`src/rtl/iod_tx_train_pkg.sv`:
```
// Shared types and default words for the TX training generator.
// Imported by the counter and the top-level FSM.
package iod_tx_train_pkg;

  typedef enum logic [1:0] {
    ST_IDLE  = 2'd0,
    ST_TRAIN = 2'd1,
    ST_SYNC  = 2'd2,
    ST_DATA  = 2'd3
  } state_t;

  localparam logic [7:0] DEF_TRAIN_PATTERN = 8'hF0;
  localparam logic [7:0] DEF_SYNC_WORD     = 8'hBC;
  localparam logic [7:0] DEF_IDLE_WORD     = 8'h00;
  localparam int         DEF_TRAIN_WORDS   = 256;
  localparam int         DEF_SYNC_WORDS    = 4;

endpackage

```
`src/rtl/iod_tx_train_cnt.sv`:
```
// Saturating up-counter with synchronous clear and terminal flag.
// Holds at LAST once reached until cleared.
module iod_tx_train_cnt
  import iod_tx_train_pkg::*;
#(
  parameter int W    = 8,
  parameter int LAST = 255
) (
  input  logic clk,
  input  logic rst_n,
  input  logic clr,
  input  logic en,
  output logic term
);

  localparam logic [W-1:0] LAST_V = W'(LAST);

  logic [W-1:0] cnt;

  always_ff @(posedge clk or negedge rst_n) begin
    if (!rst_n) begin
      cnt <= '0;
    end else if (clr) begin
      cnt <= '0;
    end else if (en && (cnt != LAST_V)) begin
      cnt <= cnt + W'(1);
    end
  end

  assign term = (cnt == LAST_V);

endmodule

```
`src/rtl/iod_tx_training_gen.sv`:
```
// TX lane word generator: training pattern, sync preamble, then
// payload forwarding under a valid/ready handshake.
module iod_tx_training_gen
  import iod_tx_train_pkg::*;
#(
  parameter logic [7:0] TRAIN_PATTERN = DEF_TRAIN_PATTERN,
  parameter int         TRAIN_WORDS   = DEF_TRAIN_WORDS,
  parameter logic [7:0] SYNC_WORD     = DEF_SYNC_WORD,
  parameter int         SYNC_WORDS    = DEF_SYNC_WORDS,
  parameter logic [7:0] IDLE_WORD     = DEF_IDLE_WORD
) (
  input  logic       FAB_CLK,
  input  logic       ARST_N,
  input  logic       TRAIN_REQ,
  input  logic       PEER_LOCK,
  input  logic [7:0] PAYLOAD_DATA,
  input  logic       PAYLOAD_VALID,
  output logic       PAYLOAD_READY,
  output logic [7:0] TX_DATA_0,
  output logic       TX_OE_0,
  output logic       LINK_UP,
  output logic       TRAINING
);

  localparam int TW_W = $clog2(TRAIN_WORDS);

  state_t     state_q;
  state_t     state_d;
  logic [7:0] tx_d;
  logic       tr_term;
  logic       sy_term;
  logic       accept;

  assign PAYLOAD_READY = (state_q == ST_DATA) & PEER_LOCK & ~TRAIN_REQ;
  assign accept        = PAYLOAD_READY & PAYLOAD_VALID;

  // A restart request inside TRAIN must also zero the word count.
  iod_tx_train_cnt #(
    .W    (TW_W),
    .LAST (TRAIN_WORDS - 1)
  ) u_train_cnt (
    .clk   (FAB_CLK),
    .rst_n (ARST_N),
    .clr   ((state_q != ST_TRAIN) | TRAIN_REQ),
    .en    (state_q == ST_TRAIN),
    .term  (tr_term)
  );

  iod_tx_train_cnt #(
    .W    (8),
    .LAST (SYNC_WORDS - 1)
  ) u_sync_cnt (
    .clk   (FAB_CLK),
    .rst_n (ARST_N),
    .clr   (state_q != ST_SYNC),
    .en    (state_q == ST_SYNC),
    .term  (sy_term)
  );

  always_comb begin
    state_d = state_q;
    tx_d    = IDLE_WORD;
    unique case (state_q)
      ST_IDLE:  if (TRAIN_REQ) state_d = ST_TRAIN;
      ST_TRAIN: if (tr_term && PEER_LOCK) state_d = ST_SYNC;
      ST_SYNC: begin
        if (!PEER_LOCK)   state_d = ST_TRAIN;
        else if (sy_term) state_d = ST_DATA;
      end
      ST_DATA:  if (!PEER_LOCK) state_d = ST_TRAIN;
      default:  state_d = ST_IDLE;
    endcase
    if (TRAIN_REQ) state_d = ST_TRAIN;

    unique case (state_d)
      ST_TRAIN: tx_d = TRAIN_PATTERN;
      ST_SYNC:  tx_d = SYNC_WORD;
      ST_DATA:  tx_d = accept ? PAYLOAD_DATA : IDLE_WORD;
      default:  tx_d = IDLE_WORD;
    endcase
  end

  always_ff @(posedge FAB_CLK or negedge ARST_N) begin
    if (!ARST_N) begin
      state_q   <= ST_IDLE;
      TX_DATA_0 <= IDLE_WORD;
      TX_OE_0   <= 1'b0;
      LINK_UP   <= 1'b0;
      TRAINING  <= 1'b0;
    end else begin
      state_q   <= state_d;
      TX_DATA_0 <= tx_d;
      TX_OE_0   <= (state_d != ST_IDLE);
      LINK_UP   <= (state_d == ST_DATA);
      TRAINING  <= (state_d == ST_TRAIN);
    end
  end

endmodule

```
`config.mk`:
```
export PLATFORM = sky130hd
export DESIGN_NAME = iod_tx_training_gen
export DESIGN_NICKNAME = d
export VERILOG_FILES = /design/src/rtl/iod_tx_train_pkg.sv /design/src/rtl/iod_tx_train_cnt.sv /design/src/rtl/iod_tx_training_gen.sv
export SDC_FILE = /design/constraint.sdc
export NUM_CORES = 1
export LEC_CHECK = 0
export ABC_AREA = 0
export CAP_MARGIN = 20
export CORE_ASPECT_RATIO = 0.5
export CORE_UTILIZATION = 52
export DETAILED_ROUTE_END_ITERATION = 12
export PLACE_DENSITY_LB_ADDON = 0.25
export SKIP_LAST_GASP = 1
export SYNTH_ARGS = -nofsm -noshare
export SYNTH_HDL_FRONTEND = slang
export SYNTH_HIERARCHICAL = 1
export SYNTH_SLANG_ARGS = --single-unit
```
`constraint.sdc`:
```
create_clock -name FAB_CLK -period 2 [get_ports FAB_CLK]
set_input_delay 0.3 -clock FAB_CLK [delete_from_list [all_inputs] [get_ports FAB_CLK]]
set_output_delay 0.3 -clock FAB_CLK [all_outputs]
set_load 0.05 [all_outputs]
```
### Sequential cells coloured by netlist name

Scale bar: 20 um.
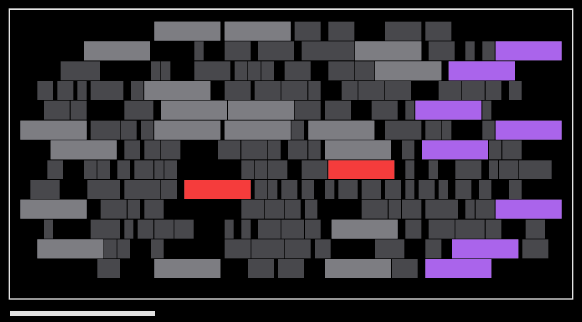
Key: purple = u_sync_cnt/cnt [placed flops 8]; red = state_q [placed flops 2]
Seq area share: 0.396
sequential power: 597 uW

### Clock nets

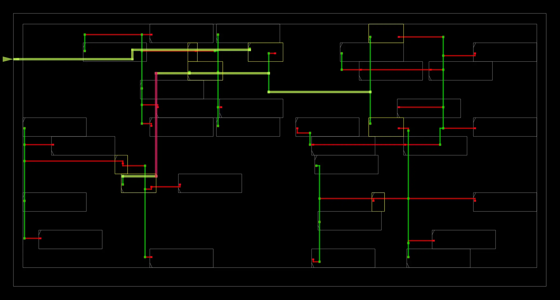
registers: 29
clk ins delay skew pair: 0.28 ns
Clock group: 454 uW

==> flow_summary.toml <==
# generated from flow reports
[final_timing]
fmax_ghz = 0.552
hold_violations = 0
setup_tns_ns = 0
fin_crit_ns = 1.81
worst_pin_slew_ns = 0.505
slew_violations = 0
max-slew-margin-rel = 0.663
fin_skew_ns = 0.00465
setup_viol = 0
rsz0062_at_grt = "false"
fin_crit_sh = 0.906

[run]
tool_warnings = 26
maxCapViolations = 0

[drt]
viasPerCell = 5.57
totalWireLength_mm = 2.82
drt-pass1-iter-count = 4
post_drt_wl_per_cell_um = 13.6
antenna_left = 0
num_vias = 1159
drt_iter0_drc = 65
route.detailed.drc = 0

[synthesis]
synth_stat.cells = 141
synthArstFlopShare = 1.00
synth_area_um2 = 1470
postSynthSeqShare = 0.493
ys_sh_aoi = 0.133
synth.avg_cell_area_um2 = 10.4
simple_gate_share = 0.263
ys.flop_type = "dfrtp_1"
synth.distinct_cells = 46
synth_flops = 29
synth-warning-count = 6
synth_adder_area_share = 0.0170
edf_count = 0
mux_area_frac = 0.0391
xor_area_frac = 0.0119
ys_area_um2 = 1470
synth_cells = 141
topCombFamilyByArea = "simple AND/OR/NAND/NOR gates"
fp_nets = 156

[placed_design]
port_buffers = 24
place_congestion = 0.808
placed_area_um2 = 1750
dpl.hpwl_mm = 2.06

[cts]
cts_root_buf = "clkbuf_8"
cts_hold_buffers = 0
cts_buffers = 5
clkSinkCount = 29
h-tree-depth = 2
cts_tree = "done"
cts_setup_buffers = 0
clk_path_buf_depth = 2
path_clk_slew_ns = 0.06
cts_resized = 0

[power_and_ir_drop]
seqPwrFrac = 0.537
p_clk_frac = 0.408
internal_power_uw = 866
p_leak_uw = 0.000750
p_per_area_nw_per_um2 = 607
p_comb_frac = 0.055
p_switching_uw = 247
switching_share = 0.222
ir_drop_mv = 0.282

[grt]
grt_pass1_wl_mm = 4.64
grt-ovfl-total = 0
grt_start_max_net_pins = 30
grt_pass1_vias = 1052
grtUsageTotal = 0.207
grt_antenna_before_repair = 0

[layout]
syn2layout_area_growth_pct = 24.6
n_antenna_cell = 0
lay_top_cells = "29 x dfrtp_1, 23 x clkdlybuf4s50_1, 11 x a21oi_1"
final_nets = 185
final_common_cell = "dfrtp_1"
post-route-util = 0.696
stdcell_area_um2 = 1830
layout-drive-gt1-share = 0.152

[status]
outcome = "completed"

[worst_setup_path]
r2r_cells = 5
criticalPathCategory = "input pin to output pin"
path_max_fanout = 9
end_kind = "output pin"
worst_ep_required_time_ns = 1.70
setup.worst_path.start_class = "input pin"
critPathArrivalTime_ns = 1.51

[floorplan]
dieArea_um2 = 3060
die_y_um = 39.6
std_cell_rows = 13
boundaryPins = 25
core_area_um2 = 2640
fp_util = 0.559
die_w_um = 77.3

[min_path]
hold_path.class = "input pin to async pin"
### Wiring heat map

15 x 8 tiles, from dark purple (low) to yellow (high), scaled to the fullest tile. Values are wire area over tile area, all layers added.
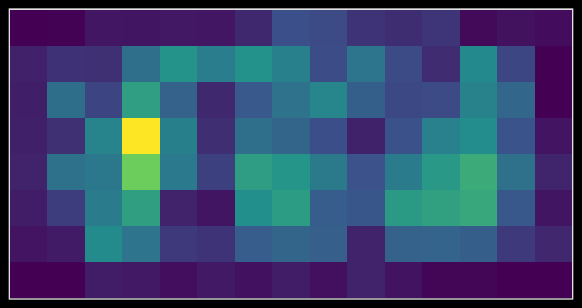
The fullest tile reaches 0.57. 12% of the tiles are over half the peak. 8.3% of the tiles are nearly empty.

### Wiring by layer

Two of the layers only.
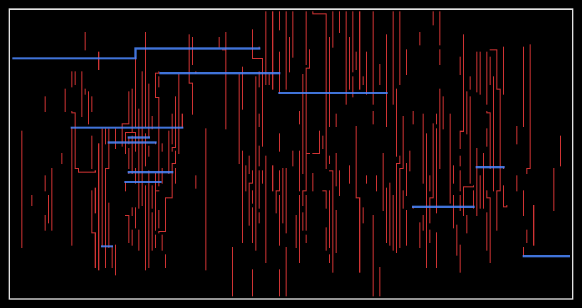
Key: blue = metal 3 [wire length 121 um]; red = metal 2 [wire length 1450 um]

[layout make-up]
| class | instances | area [um^2] |
|---|---|---|
| Fill cell | 211 | 801 |
| Clock inverter | 2 | 10.0 |
| Tap cell | 37 | 46.3 |
| Clock buffer | 6 | 72.6 |
| Multi-Input combinational cell | 102 | 684 |
| Inverter | 4 | 15.0 |
| Sequential cell | 29 | 726 |
| Timing Repair Buffer | 28 | 280 |
[logic make-up after synthesis]
kind of cell | after synthesis
and+or+nand+nor | 63
AOI/OAI and AO/OA | 30
DFF | 29
buffers and inverters | 10
muxes | 5
xor gates and xnor gates | 2
adders and majority gates | 2
[synth_stat cells, types with 3 or more instances]
| cell | instances | share of area |
|---|---|---|
| nand3_1 | 9 | 0.031 |
| a31oi_1 | 3 | 0.013 |
| dfrtp_1 | 29 | 0.49 |
| o21ai_0 | 5 | 0.017 |
| inv_1 | 4 | 0.010 |
| nand2_1 | 7 | 0.018 |
| nand4_1 | 3 | 0.013 |
| nor2b_1 | 3 | 0.013 |
| nand2b_1 | 7 | 0.030 |
| nor2_1 | 9 | 0.023 |
| and3_1 | 4 | 0.017 |
| nor3_1 | 3 | 0.010 |
| a21oi_1 | 11 | 0.037 |
| buf_6 | 3 | 0.023 |
[state kept, by name, indices dropped and copies added (netlist names)]
name and flops:
TX_DATA_0 8, u_sync_cnt/cnt 8, u_train_cnt/cnt 8, state_q 2, LINK_UP 1, TRAINING 1, TX_OE_0 1
[final timing paths]
kind	slack, ns	from	to
max	0.19	TRAIN_REQ	PAYLOAD_READY
min	0.41	ARST_N	u_sync_cnt/cnt[0]$_DFFE_PN0P_
max reg2reg	0.25	u_sync_cnt/cnt[6]$_DFFE_PN0P_	TX_DATA_0[5]$_DFF_PN0_
min reg2reg	0.57	u_sync_cnt/cnt[7]$_DFFE_PN0P_	u_sync_cnt/cnt[7]$_DFFE_PN0P_
max in group asynchronous	1.32	ARST_N	TX_DATA_0[5]$_DFF_PN0_
min in group FAB_CLK	0.57	u_sync_cnt/cnt[7]$_DFFE_PN0P_	u_sync_cnt/cnt[7]$_DFFE_PN0P_
[metal layers]
layer  up-vias  track usage  part of all wire
met5         -            0                 0
met4         0       0.0425            0.0050
met3         2       0.0628             0.043
met2        21        0.398              0.51
met1       561        0.237              0.44
li1        575            -                 -
[critical path, stage by stage]
cell	delay (ns)
clkdlybuf4s50_1	0.50
and4b_1	0.52
buf_12	0.19
[power by group through the flow]
stage / Combinational (uW) / Clock, uW / Sequential [uW]
2_1_floorplan: 18.7 / 0 / 606
3_3_place_gp: 61.2 / 0 / 607
3_5_place_dp: 62.7 / 0 / 608
4_1_cts: 63.1 / 467 / 597
5_1_grt: 69.2 / 492 / 598
6_report: 61.7 / 454 / 597
[stage by stage]
| stage | hold slack [ns] | worst slack (ns) | power [uW] | instances |
|---|---|---|---|---|
| after floorplan | 0.00441 | 0.381 | 625 | 141 |
| after global placement | 0.550 | 0.229 | 669 | 200 |
| after detailed placement | 0.565 | 0.190 | 670 | 200 |
| after CTS | 0.422 | 0.185 | 1130 | 208 |
| after global routing | 0.446 | 0.111 | 1160 | 208 |
| final | 0.408 | 0.188 | 1110 | 208 |
Power figures rest on the tool's default switching activity, not on a simulated workload.
